==> run_1/m4.png <==
Cells faint in the background.
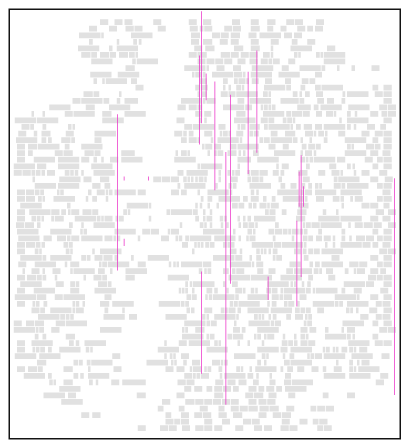
==> run_1/clock_wires.png <==
The bar under the picture is 50 µm long.
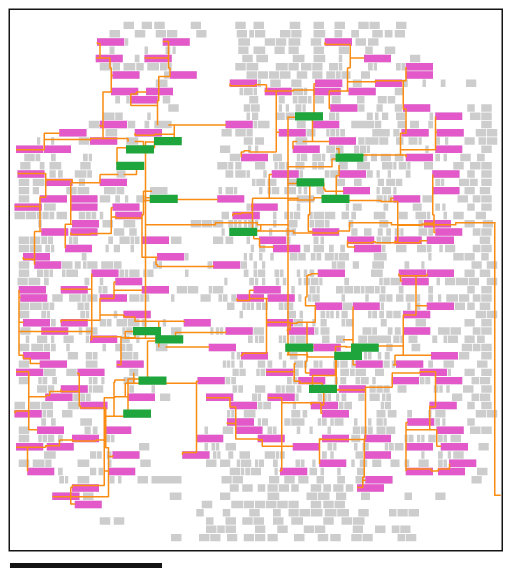
==> run_1/pinout.png <==
Pins as bars across the die edge, other pins in grey.
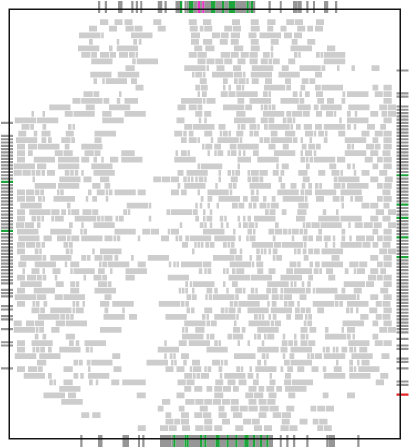
--- config.mk ---
export PLATFORM = sky130hd
export DESIGN_NAME = if_stage
export DESIGN_NICKNAME = d
export VERILOG_FILES = /design/src/rtl/if_stage.sv
export SDC_FILE = /design/constraint.sdc
export NUM_CORES = 1
export LEC_CHECK = 0
export CORE_ASPECT_RATIO = 1.1
export CORE_UTILIZATION = 31
export DETAILED_ROUTE_END_ITERATION = 6
export GPL_ROUTABILITY_DRIVEN = 0
export GPL_TIMING_DRIVEN = 0
export PLACE_DENSITY_LB_ADDON = 0.25
export SYNTH_ARGS = -nofsm -noshare
export SYNTH_HDL_FRONTEND = slang
export SYNTH_SLANG_ARGS = --single-unit
export TNS_END_PERCENT = 30
--- constraint.sdc ---
create_clock -name clk -period 8.9 [get_ports clk]
set_input_delay 1.335 -clock clk [delete_from_list [all_inputs] [get_ports clk]]
set_output_delay 1.335 -clock clk [all_outputs]
set_load 0.01 [all_outputs]
--- src/rtl/if_stage.sv ---
// Instruction fetch stage with IF/ID pipeline register and delayed-branch next-PC selection.
// Latency: 1 cycle from imem_addr to inst with a zero-wait memory; each wait cycle with nostall=1 inserts one bubble.
// Backpressure: nostall=0 freezes IF/ID; a word arriving under stall parks in ibuf (HOLD) without re-fetching.
module if_stage #(
    parameter logic [31:0] RESET_PC = 32'h0000_0000
) (
    input  logic        clk,
    input  logic        rst,
    input  logic        nostall,
    input  logic [1:0]  pcsource,
    input  logic [31:0] bpc,
    input  logic [31:0] jrpc,
    input  logic [31:0] jpc,
    output logic        imem_req,
    output logic [31:0] imem_addr,
    input  logic        imem_ready,
    input  logic [31:0] imem_rdata,
    output logic [31:0] pc,
    output logic [31:0] inst,
    output logic [31:0] dpc4,
    output logic        dvalid
);

    typedef enum logic {
        FETCH = 1'b0,
        HOLD  = 1'b1
    } state_t;

    state_t      state;
    logic [31:0] ibuf;
    logic        rd_valid;
    logic [31:0] rd_pc;

    logic [31:0] target;
    logic [31:0] pc4;
    logic [31:0] npc;
    logic        branch;
    logic        pc_upd;

    always_comb begin
        target = 32'h0;
        case (pcsource)
            2'b01:   target = bpc;
            2'b10:   target = jrpc;
            2'b11:   target = jpc;
            default: target = 32'h0;
        endcase
    end

    // A bubble in decode carries no control flow, so pcsource only counts with dvalid.
    assign branch = dvalid && (pcsource != 2'b00);
    assign pc4    = pc + 32'd4;
    assign npc    = branch ? target : (rd_valid ? rd_pc : pc4);
    assign pc_upd = nostall && ((state == HOLD) || imem_ready);

    assign imem_req  = (state == FETCH);
    assign imem_addr = pc;

    always_ff @(posedge clk or posedge rst) begin
        if (rst) begin
            state    <= FETCH;
            pc       <= RESET_PC;
            inst     <= 32'h0;
            dpc4     <= 32'h0;
            dvalid   <= 1'b0;
            ibuf     <= 32'h0;
            rd_valid <= 1'b0;
            rd_pc    <= 32'h0;
        end else begin
            case (state)
                FETCH: begin
                    if (imem_ready) begin
                        if (nostall) begin
                            inst   <= imem_rdata;
                            dpc4   <= pc4;
                            dvalid <= 1'b1;
                        end else begin
                            ibuf  <= imem_rdata;
                            state <= HOLD;
                        end
                    end else if (nostall) begin
                        inst   <= 32'h0;
                        dvalid <= 1'b0;
                    end
                end
                HOLD: begin
                    if (nostall) begin
                        inst   <= ibuf;
                        dpc4   <= pc4;
                        dvalid <= 1'b1;
                        state  <= FETCH;
                    end
                end
                default: state <= FETCH;
            endcase

            // A branch leaving decode before its delay slot is fetched must remember its target.
            if (pc_upd) begin
                pc       <= npc;
                rd_valid <= 1'b0;
            end else if (branch && nostall) begin
                rd_valid <= 1'b1;
                rd_pc    <= target;
            end
        end
    end

endmodule

==> impl_metrics.csv, run 1 <==
group,metric,value,unit
clocking,htreeDepth,4,
worst_setup_path,reg2reg_to,"dpc4[16]",
worst_setup_path,ff2ff_setup_slack,5.78,ns
clocking,path_clk_slew,0.07,ns
logic_synthesis,synth.area.mux_share,0.0869,
cells_and_area,buffers,364,
drt,vias,8188,
clocking,cts_root_buf,"clkbuf_16",
worst_setup_path,critical_path_arrival,4.00,ns
timing,timing.final.crit_share,0.419,
drt,highest_layer,"met5",
job,warning_count,29,
drt,wl_per_cell,19.5,µm
drt,ant_nets,0,
clocking,cts_buffer_depth,2,
logic_synthesis,area_leaders,"dfrtp_1 47%, mux2_2 6.9%, a21oi_1 4.5%",
worst_setup_path,critPathLaunchType,"input port",
logic_synthesis,numSynthFlops,163,
drt,dr_wl_met2,14800,µm
timing,finClkSkew,0.0136,ns
cells_and_area,n_fill_cell,2725,
logic_synthesis,synth-edff-count,0,
drt,drt_iter0_drc,620,
worst_setup_path,cp_max_fo,10,
timing,rsz0062_at_grt,"false",
cells_and_area,areaGrowthSynthToFinish,42.2,%
timing,setup_viol,0,
floorplanning,core.rowCount,63,
pwr,p_total,2.76,mW
timing,fin_ws,5.17,ns
outcome,run_status,"finished clean",
floorplanning,die_area,28800,µm²
logic_synthesis,synthDominantCellAreaShare,0.468,
clocking,cts_tree,"built",
cells_and_area,final-clk-cell-share,0.0475,
placement,dpl_worst_slack,4.76,ns
cells_and_area,flops,163,
worst_setup_path,reg2regPathDepth,6,
cells_and_area,drive_above_1_share,0.120,
pwr,powerDensity,223,nW/µm²
worst_setup_path,crit_type,"in2reg",
global_route,top_usage_layer,"met2",
timing,hold_viol,0,
floorplanning,die-width,162,µm
timing,worst_pin_slew,0.866,ns
worst_setup_path,cp_slowest_cell,"buf_1",
logic_synthesis,ys_warn_count,0,
worst_setup_path,cp-startpoint,"imem_ready",
## Picture notes: m4.png
nets with wire on the layer = 15
main direction = vertical

## Picture notes: clock_wires.png
green -> clock-net drivers  # count 17
orange -> clock wires  # length 2480 µm
magenta -> flip-flops  # count 163
flops lie = all over the die

## Picture notes: pinout.png
red -> clk  # pins 1, direction input, edge right
magenta -> pcsource  # pins 2, direction input, edge top
green -> jpc  # pins 32, direction input, edge 14 bottom, 11 top, 5 right, 2 left

run 1: registers in the layout (all words and copies together), names as in the netlist:
name	count
rd_pc	32
dvalid	1
ibuf	32
dpc4	32
state	1
imem_addr	32
rd_valid	1
inst	32
run 1: report_power, final:
| group | switching (mW) | internal [mW] |
|---|---|---|
| logic | 0.412 | 0.529 |
| clock network | 0.368 | 0.377 |
| registers | 0.164 | 0.909 |
| total | 0.944 | 1.81 |
run 1: worst max-delay path: cells and delay by family:
kind                   cells  cell delay (ns)
AND-OR/OR-AND              2             0.50
buffers and inverters      4             2.15
run 1: through the flow:
| step | utilization | std cells |
|---|---|---|
| floorplan | - | 923 |
| global placement | 0.431 | 1539 |
| detailed placement | 0.432 | 1540 |
| CTS | 0.454 | 1572 |
| global route | 0.454 | 1572 |
| finish | 0.454 | 1578 |
==> run 1 -> run 2 <==
==> constraint.sdc (replaced) <==
create_clock -name clk -period 3.1 [get_ports clk]
set_input_delay 0.465 -clock clk [delete_from_list [all_inputs] [get_ports clk]]
set_output_delay 0.465 -clock clk [all_outputs]
set_load 0.01 [all_outputs]
==> run_2/congestion_map.png <==
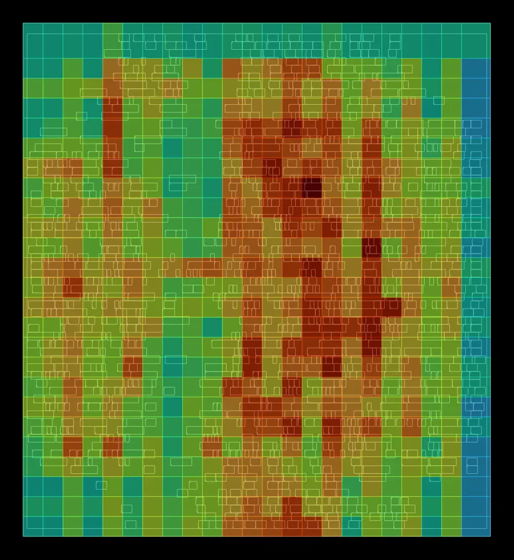
DR WL/cell: 19.1 µm
Core Util, Final: 0.455

==> run_2/layers.png <==
The bar under the picture is 50 µm long.
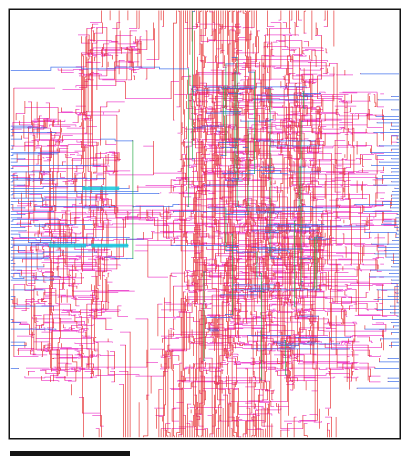
green -> M4  # wire length 811 µm
cyan -> M5  # wire length 41.4 µm
magenta -> M1  # wire length 12300 µm
red -> M2  # wire length 14500 µm
blue -> M3  # wire length 2480 µm

==> run_2/clock_wires.png <==
The bar under the picture is 50 µm long.
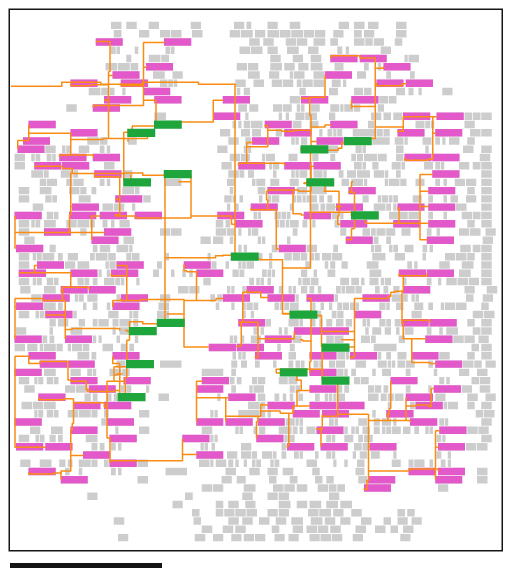
magenta -> flip-flops  # count 163
orange -> clock wires  # length 2260 µm
green -> clock-net drivers  # count 17
routed clock nets = 18

==> run 2 against run 1 <==
Sequential cell count did not move. Area after synthesis did not move. Design area rose by 0.26%. Cell count barely moved. Utilization rose by 0.12 points. Sequential share of layout area fell by 0.086 points. Global-route usage fell by 0.51 points. Sequential power rose to 2.9 times the previous value. Largest power group unchanged.
==> impl_metrics.csv, run 2 <==
group,metric,value,unit
pwr,powerDensity,634,nW/µm²
drt,highest_layer,"met5",
timing,setup_viol,0,
job,warning_count,26,
worst_setup_path,reg2regPathDepth,6,
pwr,swShare,0.338,
timing,worst_pin_slew,0.789,ns
drt,dr_wl_met2,14500,µm
clocking,path_clk_slew,0.08,ns
cells_and_area,drive_above_1_share,0.123,
timing,timing.final.crit_share,0.915,
placement,dpl_worst_slack,-0.00819,ns
outcome,run_status,"finished clean",
worst_setup_path,critPathLaunchType,"flip-flop",
clocking,cts_root_buf,"clkbuf_16",
drt,ant_nets,0,
cells_and_area,areaGrowthSynthToFinish,42.6,%
logic_synthesis,synth-edff-count,0,
drt,vias,8169,
pwr,comb_power_share,0.343,
pwr,p_total,7.88,mW
pwr,powerComb,2.70,mW
floorplanning,core.rowCount,63,
worst_setup_path,crit_family,"buffers and inverters",
pwr,power.internal,5.21,mW
worst_setup_path,cp_slowest_cell,"clkbuf_1",
logic_synthesis,ys_warn_count,0,
worst_setup_path,crit_type,"reg2reg",
pwr,pwr-share-seq,0.390,
placement,dp.cells,1543,
global_route,top_usage_layer,"met2",
floorplanning,die-width,162,µm
clocking,cts_tree,"built",
clocking,cts_buffer_depth,2,
pwr,clock_power_share,0.267,
pwr,seq-power,3.08,mW
timing,finClkSkew,0.00975,ns
timing,hold_viol,0,
worst_setup_path,critical_path_arrival,3.11,ns
logic_synthesis,synthDominantCellAreaShare,0.468,
drt,drt_iter0_drc,517,
cells_and_area,fin_cells,1577,
timing,fin_ws,0.263,ns
clocking,htreeDepth,4,
timing,rsz0062_at_grt,"false",
logic_synthesis,numSynthFlops,163,
worst_setup_path,cp_num_cells,6,
logic_synthesis,synth.area.mux_share,0.0869,
logic_synthesis,area_leaders,"dfrtp_1 47%, mux2_2 6.9%, a21oi_1 4.5%",
[run 2: worst paths after layout]
path                            startpoint   endpoint  slack, ns
worst min register to register   rd_pc[31]  rd_pc[31]       0.48
worst min-delay path                   rst    dpc4[0]       0.47
worst max-delay path                 state   dpc4[16]       0.26
worst max register to register       state   dpc4[16]       0.26
min in group clk                 rd_pc[31]  rd_pc[31]       0.48
max in group asynchronous              rst   inst[21]       1.79
[run 2: final cells by class]
cell class / count / area [µm²] / area share
clock inverters: 15 / 155 / 0.0125
clock buffers: 17 / 425 / 0.0343
plain buffers: 104 / 538 / 0.0433
multi-input cells: 645 / 4050 / 0.326
flip-flops and latches: 163 / 4080 / 0.328
diodes: 2 / 5.00 / 0.000403
well taps: 357 / 447 / 0.0360
inverters: 11 / 45.0 / 0.00363
repair buffers: 263 / 2670 / 0.215
Power is estimated from default activity; no workload was simulated.
